==> images/layer_met3.png <==
Scale bar: 20 microns.
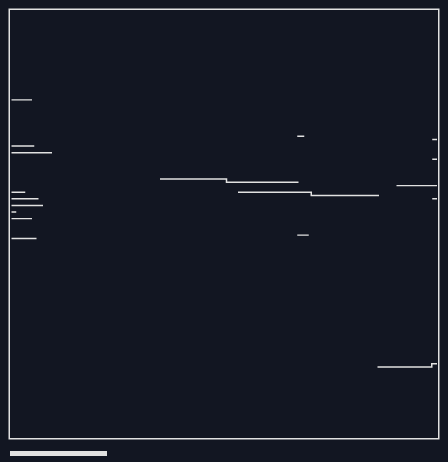
==> images/io_fan.png <==
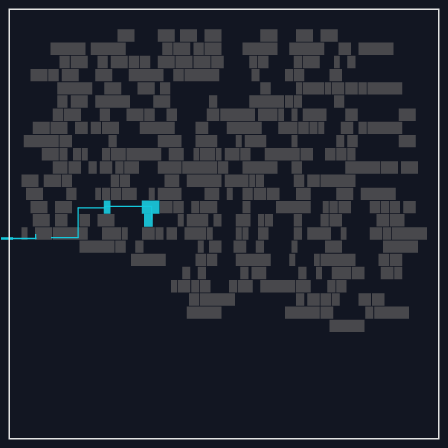
==> images/placement.png <==
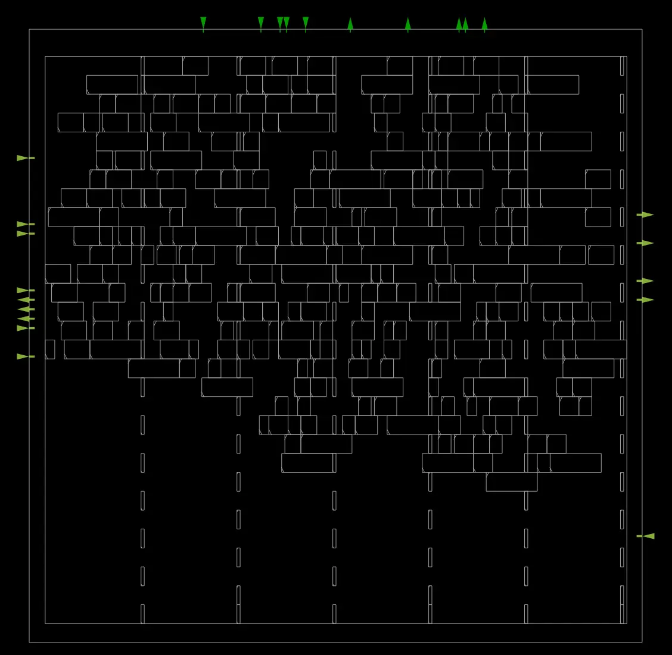
File: config.mk
export PLATFORM = sky130hd
export DESIGN_NAME = serializer
export DESIGN_NICKNAME = d
export VERILOG_FILES = /design/src/rtl/ser_pkg.sv /design/src/rtl/ser_timer.sv /design/src/rtl/serializer.sv
export SDC_FILE = /design/constraint.sdc
export NUM_CORES = 1
export LEC_CHECK = 0
export CORE_MARGIN = 2
export CORE_UTILIZATION = 30
export CTS_CLUSTER_SIZE = 40
export DETAILED_ROUTE_END_ITERATION = 8
export SLEW_MARGIN = 25
export SYNTH_ARGS = -nofsm -noshare
export SYNTH_HDL_FRONTEND = slang
export SYNTH_SLANG_ARGS = --single-unit
File: constraint.sdc
create_clock -name clock -period 5 [get_ports clock]
set_input_delay 1.25 -clock clock [delete_from_list [all_inputs] [get_ports clock]]
set_output_delay 1.25 -clock clock [all_outputs]
set_load 0.1 [all_outputs]
File: src/rtl/ser_pkg.sv
// Shared types and defaults for the byte serializer.
// Timer width and the load-value helper live here so both modules agree.
package ser_pkg;

    localparam int unsigned TIMER_W          = 16;
    localparam int unsigned DEF_HIGH_CYCLES  = 10;
    localparam int unsigned DEF_LOW_CYCLES   = 10;
    localparam int unsigned DEF_GAP_CYCLES   = 300;

    typedef enum logic [2:0] {
        IDLE,
        WAIT_STATUS,
        BIT_HIGH,
        BIT_LOW,
        GAP
    } ser_state_t;

    // A phase of N cycles loads N-1 and ends when the timer reads 0.
    function automatic logic [TIMER_W-1:0] dur_to_load(input int unsigned cycles);
        return TIMER_W'(cycles - 1);
    endfunction

endpackage

File: src/rtl/ser_timer.sv
// Loadable down-counter with terminal count, shared by all timed phases.
// Load wins over counting; the count parks at zero.
module ser_timer
    import ser_pkg::*;
(
    input  logic               clock,
    input  logic               reset,
    input  logic               load_i,
    input  logic [TIMER_W-1:0] load_val_i,
    output logic               tc_o
);

    logic [TIMER_W-1:0] cnt_q;
    logic [TIMER_W-1:0] cnt_d;

    always_comb begin
        cnt_d = cnt_q;
        if (load_i) begin
            cnt_d = load_val_i;
        end else if (cnt_q != '0) begin
            cnt_d = cnt_q - TIMER_W'(1);
        end
    end

    always_ff @(posedge clock) begin
        if (reset) begin
            cnt_q <= '0;
        end else begin
            cnt_q <= cnt_d;
        end
    end

    assign tc_o = (cnt_q == '0);

endmodule

File: src/rtl/serializer.sv
// Byte-to-strobed-serial converter, MSB first, with a downstream status gate
// and a fixed inter-word gap.
module serializer
    import ser_pkg::*;
#(
    parameter int unsigned HIGH_CYCLES = DEF_HIGH_CYCLES,
    parameter int unsigned LOW_CYCLES  = DEF_LOW_CYCLES,
    parameter int unsigned GAP_CYCLES  = DEF_GAP_CYCLES
) (
    input  logic       clock,
    input  logic       reset,
    input  logic [7:0] data_in,
    input  logic       valid_in,
    output logic       ready_out,
    input  logic       status_in,
    output logic       data_out,
    output logic       write_out,
    output logic       busy_out,
    output logic [7:0] sent_count_out
);

    ser_state_t         state_q, state_d;
    logic [7:0]         shift_q, shift_d;
    logic [2:0]         idx_q, idx_d;
    logic [7:0]         cnt_q, cnt_d;
    logic               tmr_load;
    logic [TIMER_W-1:0] tmr_val;
    logic               tmr_tc;

    ser_timer u_timer (
        .clock      (clock),
        .reset      (reset),
        .load_i     (tmr_load),
        .load_val_i (tmr_val),
        .tc_o       (tmr_tc)
    );

    always_comb begin
        state_d  = state_q;
        shift_d  = shift_q;
        idx_d    = idx_q;
        cnt_d    = cnt_q;
        tmr_load = 1'b0;
        tmr_val  = '0;
        unique case (state_q)
            IDLE: begin
                if (valid_in) begin
                    shift_d = data_in;
                    idx_d   = '0;
                    state_d = WAIT_STATUS;
                end
            end
            WAIT_STATUS: begin
                if (status_in) begin
                    state_d  = BIT_HIGH;
                    tmr_load = 1'b1;
                    tmr_val  = dur_to_load(HIGH_CYCLES);
                end
            end
            BIT_HIGH: begin
                if (tmr_tc) begin
                    state_d  = BIT_LOW;
                    tmr_load = 1'b1;
                    tmr_val  = dur_to_load(LOW_CYCLES);
                end
            end
            BIT_LOW: begin
                if (tmr_tc) begin
                    shift_d  = {shift_q[6:0], 1'b0};
                    idx_d    = idx_q + 3'd1;
                    tmr_load = 1'b1;
                    if (idx_q == 3'd7) begin
                        state_d = GAP;
                        tmr_val = dur_to_load(GAP_CYCLES);
                    end else begin
                        state_d = BIT_HIGH;
                        tmr_val = dur_to_load(HIGH_CYCLES);
                    end
                end
            end
            GAP: begin
                if (tmr_tc) begin
                    state_d = IDLE;
                    cnt_d   = cnt_q + 8'd1;
                end
            end
            default: begin
                state_d = IDLE;
            end
        endcase
    end

    always_ff @(posedge clock) begin
        if (reset) begin
            state_q <= IDLE;
            shift_q <= '0;
            idx_q   <= '0;
            cnt_q   <= '0;
        end else begin
            state_q <= state_d;
            shift_q <= shift_d;
            idx_q   <= idx_d;
            cnt_q   <= cnt_d;
        end
    end

    // The shift register only moves after BIT_LOW, so its MSB is the live bit.
    assign data_out       = shift_q[7];
    assign write_out      = (state_q == BIT_HIGH);
    assign ready_out      = (state_q == IDLE);
    assign busy_out       = (state_q != IDLE);
    assign sent_count_out = cnt_q;

endmodule

==> results.yml <==
# synthesis and place-and-route metrics
critical_path:
  critical-path-max-stage-delay_ns: 1.17
  reg2reg_from: "u_timer.cnt_q[0]$_SDFFE_PP0P_"
  critical_path.startpoint: "state_q[1]$_SDFFE_PP0P_"
  crit_required_ns: 3.75
  regToRegSetupSlack_ns: 2.24
  critical_path.slowest_cell: "sky130_fd_sc_hd__clkdlybuf4s50_1"
  timing.rr.end: "state_q[2]$_SDFFE_PP0P_"
  critPathArrivalTime_ns: 2.31
yosys:
  synthDistinctLibCells: 49
  synth-adder-area-share_pct: 2.94
  yosys_chip_area_sq_um: 2130
  cell_type_contributing_the_most_total_cell_area_after_synthesis: "sky130_fd_sc_hd__dfxtp_1"
  synth-simple-area-share_pct: 28.4
  syn_area_per_cell_sq_um: 8.48
  syn_nets: 268
  top_logic_kind: "simple AND/OR/NAND/NOR gates"
  async_flop_share_pct: 0
  seq_area_frac_synth_pct: 35.7
  synthesis.instances: 251
final_timing:
  fmax_mhz: 281
  period_used_pct: 71.3
  finalHoldViolations: 0
  timing.setup.tns_ns: 0
  setup_ws_ns: 1.44
  pin_slew_with_the_least_headroom_to_its_limit_ns: 0.970
layout:
  final_nets: 289
  layout-drive-gt1-share_pct: 7.01
clock_network:
  cts-buffers-inserted: 5
  insertion_delay_ns: 0.28
  htree_depth: 2
  cts_resized: 0
grt:
  initial_antenna_violation_count: 0
  groute.layer.met1.usage_pct: 17.7
  grt_start_max_net_pins: 31
  via_count_of_the_first_global_routing_pass: 1670
run_status:
  status: "finished, final reports clean"
floorplanning:
  fp_util_pct: 31.2
  die_width_microns: 88.2
  coreArea_sq_um: 6830
power_and_ir_drop:
  irDropWorstVdd_uv: 362
  p_per_area_nw_per_um2: 574
placed_design:
  detailedPlacementHpwl_microns: 3170
  gp_congestion: 0.739
min_path:
  hold_path.class: "register to register"
flow_run:
  max_cap_viol_count: 0
route:
  via_per_inst: 5.17
## Picture notes: layer_met3.png
- share of all routed wire: 2.7%
- nets with wire on the layer: 15
- wire length on this layer: 124 microns
total routed wirelength: 4630 microns
via count of the routed design: 1896
met3 capacity usage during global routing: 2.61%

## Picture notes: io_fan.png
- cyan: status_in (bits 1; direction input; end cells 3; buffers 1; wire 35.6 microns)
# port buffers: 23
IO Pins: 24

## Picture notes: placement.png
site row count: 30
sequential share of cell area: 29.9%
Final Instance Count excl. Fillers: 367
final design utilization: 37.3%

[power breakdown]
part,internal [mW],switching (mW),leakage [nW]
Sequential,0.376,0.0939,0.310
Combinational,0.301,0.480,0.542
Clock,0.106,0.103,0.0431
[registers in the layout, summed over array words and instances (netlist names)]
signal and flops:
state_q 3, u_timer.cnt_q 16, idx_q 3, sent_count_out 8, shift_q 8
[area by class of cell]
class	count	area [sq um]	share of cell area [%]
multi-input combinational	193	1290	50.9
sequential	38	761	29.9
timing repair buffer	27	260	10.2
tap	96	120	4.72
clock buffer	6	82.6	3.24
inverter	7	26.3	1.03
[synthesized netlist by cell type (6+ instances only)]
cell / count
sky130_fd_sc_hd__dfxtp_1: 38
sky130_fd_sc_hd__a21oi_1: 22
sky130_fd_sc_hd__mux2i_1: 15
sky130_fd_sc_hd__nand2_1: 13
sky130_fd_sc_hd__or4_1: 13
sky130_fd_sc_hd__o21ai_0: 12
sky130_fd_sc_hd__or3_1: 12
sky130_fd_sc_hd__nor2_1: 11
sky130_fd_sc_hd__clkbuf_1: 10
sky130_fd_sc_hd__and2_1: 7
sky130_fd_sc_hd__inv_1: 7
sky130_fd_sc_hd__nand2b_1: 7
sky130_fd_sc_hd__nand3_1: 7
sky130_fd_sc_hd__o22ai_1: 7
sky130_fd_sc_hd__o31ai_1: 7
sky130_fd_sc_hd__nor3_1: 6
[per-layer routing]
layer / up-vias / part of all wire (%)
met5: - / 0
met4: 0 / 1.2
met3: 5 / 2.7
met2: 18 / 43
met1: 873 / 53
li1: 1000 / -
[how the worst max path moves through the flow]
stage,end,slack (ns)
5_1_grt,write_out,1.35
3_3_place_gp,write_out,1.77
4_1_cts,write_out,1.44
2_1_floorplan,write_out,0.85
6_report,write_out,1.44
3_5_place_dp,write_out,1.77
[kinds of logic after synthesis]
logic type | count (synthesis)
xor+xnor | 1
simple gates | 101
mux | 18
fa+ha+maj | 5
compound gates | 68
flops | 38
buf+inv | 20
[worst max-delay path, delay by kind of cell (launching register included)]
kind	cells	cell delay [ns]
simple gates	1	0.24
buf+inv	1	1.17
flops	1	0.62
[metrics by stage]
| stage | hold slack [ns] | cell area, sq um | std cells | utilization [%] |
|---|---|---|---|---|
| after floorplan | 0.445 | 2130 | 251 | - |
| after global placement | 0.466 | 2460 | 361 | 36.0 |
| after detailed placement | 0.472 | 2460 | 361 | 36.0 |
| after CTS | 0.482 | 2540 | 367 | 37.3 |
| after global routing | 0.510 | 2540 | 367 | 37.3 |
| final | 0.477 | 2540 | 367 | 37.3 |
No activity file was given, so power comes from the tool's default toggle rates.
